### config.mk
export PLATFORM = sky130hd
export DESIGN_NAME = load_store_sequencer
export DESIGN_NICKNAME = d
export VERILOG_FILES = /design/src/rtl/load_store_sequencer.sv
export SDC_FILE = /design/constraint.sdc
export NUM_CORES = 1
export LEC_CHECK = 0
export CELL_PAD_IN_SITES_DETAIL_PLACEMENT = 1
export CELL_PAD_IN_SITES_GLOBAL_PLACEMENT = 1
export CORE_AREA = 2 2 51 53
export DETAILED_ROUTE_END_ITERATION = 7
export DIE_AREA = 0 0 53 55
export DONT_BUFFER_PORTS = 1
export PLACE_DENSITY = 0.78
export SLEW_MARGIN = 5
export SYNTH_ARGS = -nofsm -noshare
export SYNTH_HDL_FRONTEND = slang
export SYNTH_SLANG_ARGS = --single-unit
### constraint.sdc
create_clock -name clk -period 1.9 [get_ports clk]
set_input_delay 0.19 -clock clk [delete_from_list [all_inputs] [get_ports clk]]
set_output_delay 0.19 -clock clk [all_outputs]
set_load 0.01 [all_outputs]
### src/rtl/load_store_sequencer.sv
// Hardwired T-state control sequencer for the Mini SRC datapath: fetch, ld/ldi/st/nop/halt execute.
// Optional SEQ_TIMEOUT_EN bounds memory waits with a counter and an ERR state.
module load_store_sequencer #(
  parameter int                OPC_W    = 5,
  parameter logic [OPC_W-1:0]  OPC_LD   = 5'b00000,
  parameter logic [OPC_W-1:0]  OPC_LDI  = 5'b00001,
  parameter logic [OPC_W-1:0]  OPC_ST   = 5'b00010,
  parameter logic [OPC_W-1:0]  OPC_HALT = 5'b11011,
  parameter int                WAIT_W   = 4,
  parameter int                TIMEOUT  = 15
) (
  input  logic             clk,
  input  logic             clr,
  input  logic             run,
  input  logic             mem_done,
  input  logic [OPC_W-1:0] opcode,
  output logic             PCout,
  output logic             Zlowout,
  output logic             MDRout,
  output logic             Cout,
  output logic             BAout,
  output logic             Rout,
  output logic             MARIn,
  output logic             PCIn,
  output logic             MDRIn,
  output logic             IRIn,
  output logic             YIn,
  output logic             ZIn,
  output logic             RIn,
  output logic             IncPC,
  output logic             Gra,
  output logic             Grb,
  output logic             add,
  output logic             read,
  output logic             write,
  output logic [3:0]       step,
  output logic             busy,
  output logic             halted,
  output logic             error
);

  // state | meaning
  // IDLE  | waiting for run
  // T0    | PC to MAR, increment PC
  // T1    | instruction read, waits on mem_done
  // T2    | MDR to IR
  // T3    | decode, base register to Y
  // T4    | effective address into Z
  // T5    | ldi writeback, or address to MAR
  // T6    | ld read (waits) / st data to MDR
  // T7    | ld writeback / st write (waits)
  // HALT  | stopped until reset
  // ERR   | memory wait timeout, stopped until reset
  typedef enum logic [3:0] {
    S_IDLE = 4'd0,  S_ERR = 4'd1,
    S_T0   = 4'd7,  S_T1  = 4'd8,  S_T2 = 4'd9,  S_T3 = 4'd10,
    S_T4   = 4'd11, S_T5  = 4'd12, S_T6 = 4'd13, S_T7 = 4'd14,
    S_HALT = 4'd15
  } state_t;

  typedef enum logic [1:0] {K_NONE, K_LD, K_LDI, K_ST} kind_t;

  state_t state;
  kind_t  kind;
  kind_t  op_kind;
  logic   t1_first;

  always_comb begin
    op_kind = K_NONE;
    if (opcode == OPC_LD)       op_kind = K_LD;
    else if (opcode == OPC_LDI) op_kind = K_LDI;
    else if (opcode == OPC_ST)  op_kind = K_ST;
  end

`ifdef SEQ_TIMEOUT_EN
  localparam logic [WAIT_W-1:0] TO_LAST = WAIT_W'(TIMEOUT - 1);
  logic [WAIT_W-1:0] wait_cnt;
  logic              in_wait;
  assign in_wait = (state == S_T1) || (state == S_T6 && kind == K_LD) ||
                   (state == S_T7 && kind == K_ST);
`endif

  always_ff @(posedge clk or negedge clr) begin
    if (!clr) begin
      state    <= S_IDLE;
      kind     <= K_NONE;
      t1_first <= 1'b0;
`ifdef SEQ_TIMEOUT_EN
      wait_cnt <= '0;
`endif
    end else begin
      // T1 is only entered from T0, so this marks its first cycle
      t1_first <= (state == S_T0);
      case (state)
        S_IDLE: if (run) state <= S_T0;
        S_T0:   state <= S_T1;
        S_T1:   if (mem_done) state <= S_T2;
        S_T2:   state <= S_T3;
        S_T3: begin
          kind <= op_kind;
          if (opcode == OPC_HALT)     state <= S_HALT;
          else if (op_kind == K_NONE) state <= run ? S_T0 : S_IDLE;
          else                        state <= S_T4;
        end
        S_T4:   state <= S_T5;
        S_T5:   if (kind == K_LDI) state <= run ? S_T0 : S_IDLE;
                else               state <= S_T6;
        S_T6:   if (kind != K_LD || mem_done) state <= S_T7;
        S_T7:   if (kind != K_ST || mem_done) state <= run ? S_T0 : S_IDLE;
        S_HALT, S_ERR: state <= state;
        default: state <= S_IDLE;
      endcase
`ifdef SEQ_TIMEOUT_EN
      // overrides the case above when a wait has run out
      if (in_wait && !mem_done) begin
        if (wait_cnt == TO_LAST) state <= S_ERR;
        wait_cnt <= wait_cnt + WAIT_W'(1);
      end else begin
        wait_cnt <= '0;
      end
`endif
    end
  end

  always_comb begin
    {PCout, Zlowout, MDRout, Cout, BAout, Rout} = '0;
    {MARIn, PCIn, MDRIn, IRIn, YIn, ZIn, RIn}   = '0;
    {IncPC, Gra, Grb, add, read, write}          = '0;
    busy   = 1'b0;
    halted = 1'b0;
    case (state)
      S_T0: begin
        busy = 1'b1; PCout = 1'b1; MARIn = 1'b1; IncPC = 1'b1; ZIn = 1'b1;
      end
      S_T1: begin
        busy = 1'b1; Zlowout = 1'b1; PCIn = t1_first; read = 1'b1; MDRIn = 1'b1;
      end
      S_T2: begin
        busy = 1'b1; MDRout = 1'b1; IRIn = 1'b1;
      end
      S_T3: begin
        busy = 1'b1;
        if (op_kind != K_NONE) begin
          Grb = 1'b1; BAout = 1'b1; YIn = 1'b1;
        end
      end
      S_T4: begin
        busy = 1'b1; Cout = 1'b1; add = 1'b1; ZIn = 1'b1;
      end
      S_T5: begin
        busy = 1'b1; Zlowout = 1'b1;
        if (kind == K_LDI) begin
          Gra = 1'b1; RIn = 1'b1;
        end else begin
          MARIn = 1'b1;
        end
      end
      S_T6: begin
        busy = 1'b1;
        if (kind == K_LD) begin
          read = 1'b1; MDRIn = 1'b1;
        end else begin
          Gra = 1'b1; Rout = 1'b1; MDRIn = 1'b1;
        end
      end
      S_T7: begin
        busy = 1'b1;
        if (kind == K_LD) begin
          MDRout = 1'b1; Gra = 1'b1; RIn = 1'b1;
        end else begin
          write = 1'b1;
        end
      end
      S_HALT: halted = 1'b1;
      default: ;
    endcase
  end

  assign step = state;
`ifdef SEQ_TIMEOUT_EN
  assign error = (state == S_ERR);
`else
  assign error = 1'b0;
`endif

endmodule

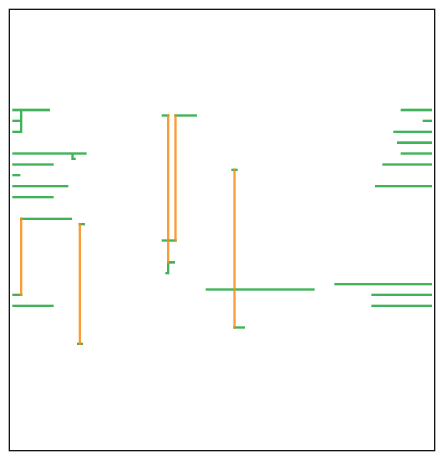
wires.png
Scale: 8 px per um. Only two layers are drawn.
[metal 4] orange | wire length: 78.2 um
[metal 3] green | wire length: 126 um
vias post-DR: 984
Total GRT Usage: 22.7%
Wirelength per Cell: 17.6 um
WL final: 2.88 mm

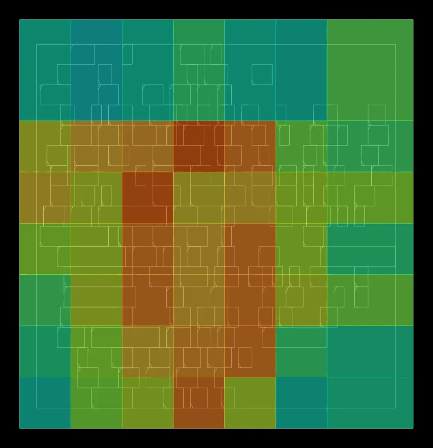
congestion.png
global route hottest layer: met2
GR Layer Usage met1: 28.7%
Layout Utilization: 46.0%
met2 usage: 39.0%

==> impl_metrics.env <==
# source this file to load flow results
export IMPL_status="complete, no violations"
export IMPL_hold_viol=0
export IMPL_cts_resized=4
export IMPL_clk_latency_ps=240
export IMPL_rsz0062_at_grt="yes"
export IMPL_buf_share_pct=16.9
export IMPL_fa_ha_area_share_pct=0
export IMPL_cts_tree="yes"
export IMPL_ys_types=47
export IMPL_root_buffer="clkbuf_4"
export IMPL_power_leader="combinational cells"
export IMPL_mux_area_share_pct=0
export IMPL_final_layout_size_suffix_gt1_share_pct=27.8
export IMPL_chip_area_mm2=0.00292
export IMPL_drv_slew=0
export IMPL_nClkBuffers=4
export IMPL_fp_dieW_um=53
export IMPL_clk_share_pct=2.41
export IMPL_antenna_cells=0
export IMPL_vias_per_cell=6.04
export IMPL_avgSynthCellArea_um2=7.61
export IMPL_ys_cells=119
export IMPL_clkPwrFrac_pct=9.4
export IMPL_fp_coreArea_mm2=0.00236
export IMPL_startpoint_type="register"
export IMPL_synth_area_um2=906
export IMPL_lay_top_count="buf_4"
export IMPL_cts_reportedPaths_clkPinSlew_ps=50
export IMPL_hold_slack_ps=50.0
export IMPL_swShare_pct=49.8
export IMPL_largest_area_cell="dfrtp_1"
export IMPL_clk_path_buf_depth=2
export IMPL_nNonClkInverters=5
export IMPL_warnings=27
export IMPL_synth_nets=128
export IMPL_layout_cells_non_filler=163
export IMPL_dp_hpwl_mm=2.12
export IMPL_rr_worst_depth=6
export IMPL_crit_path_end="BAout"
export IMPL_maxCapViolCount=0
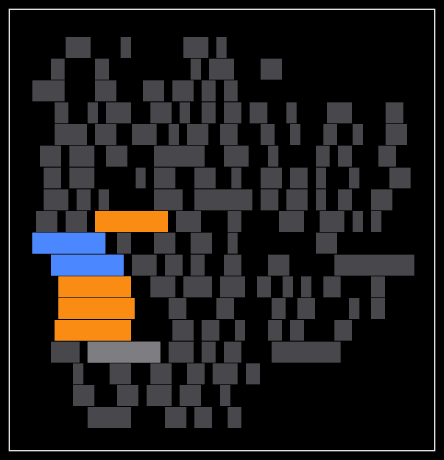
flops_by_reg.png
Scale: 8 px per um. Other sequential cells in the stronger grey, the rest of the logic in the fainter grey.
[`kind`] blue | flops: 2
[`step`] orange | flops: 4
not coloured: 1
Reg area: 178 um2
Seq/total area: 16.3%
Seq power: 269 uW

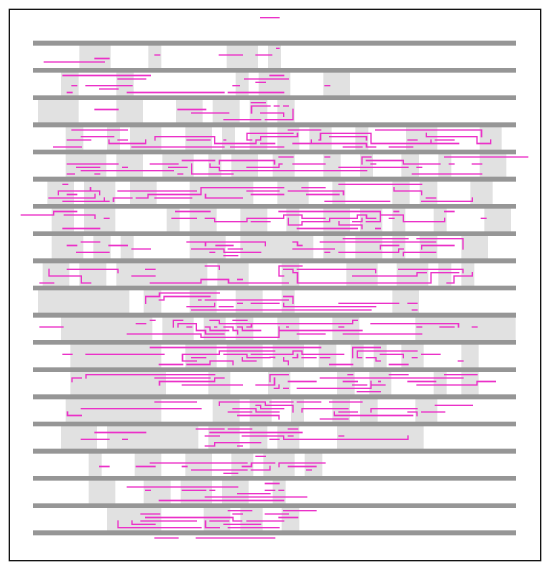
layer_met1.png
Scale: 10 px per um. Supply wires on this layer in grey.
nets with wire on the layer: 126
longest straight run: 17.9 um
main direction: horizontal
share of all routed wire: 42%
wire length on this layer: 1220 um

==> flip-flops by register name (all words and copies together) (netlist names) <==
name,flops
t1_first,1
step,4
kind,2
==> worst max-delay path, stage by stage, from the launching register on <==
cell and delay (ps):
dfrtp_1 370, and2b_2 250, nand3_4 80, or4_4 450, a21oi_2 140, buf_6 140
==> per-layer routing <==
metal,track usage [%],vias to the layer above,share of wire (%)
met4,10.3,0,2.7
met3,2.96,10,4.3
li1,-,473,-
met5,0,-,0
met1,28.7,471,42
met2,39.0,30,50
==> stage by stage <==
step	power (uW)	area, um2	TNS [ps]
floorplan	890	906	0
global placement	1090	985	0
detailed placement	1130	985	0
CTS	1330	1060	0
global route	1480	1090	-130
finish	1340	1090	0
No activity file was given, so power comes from the tool's default toggle rates.
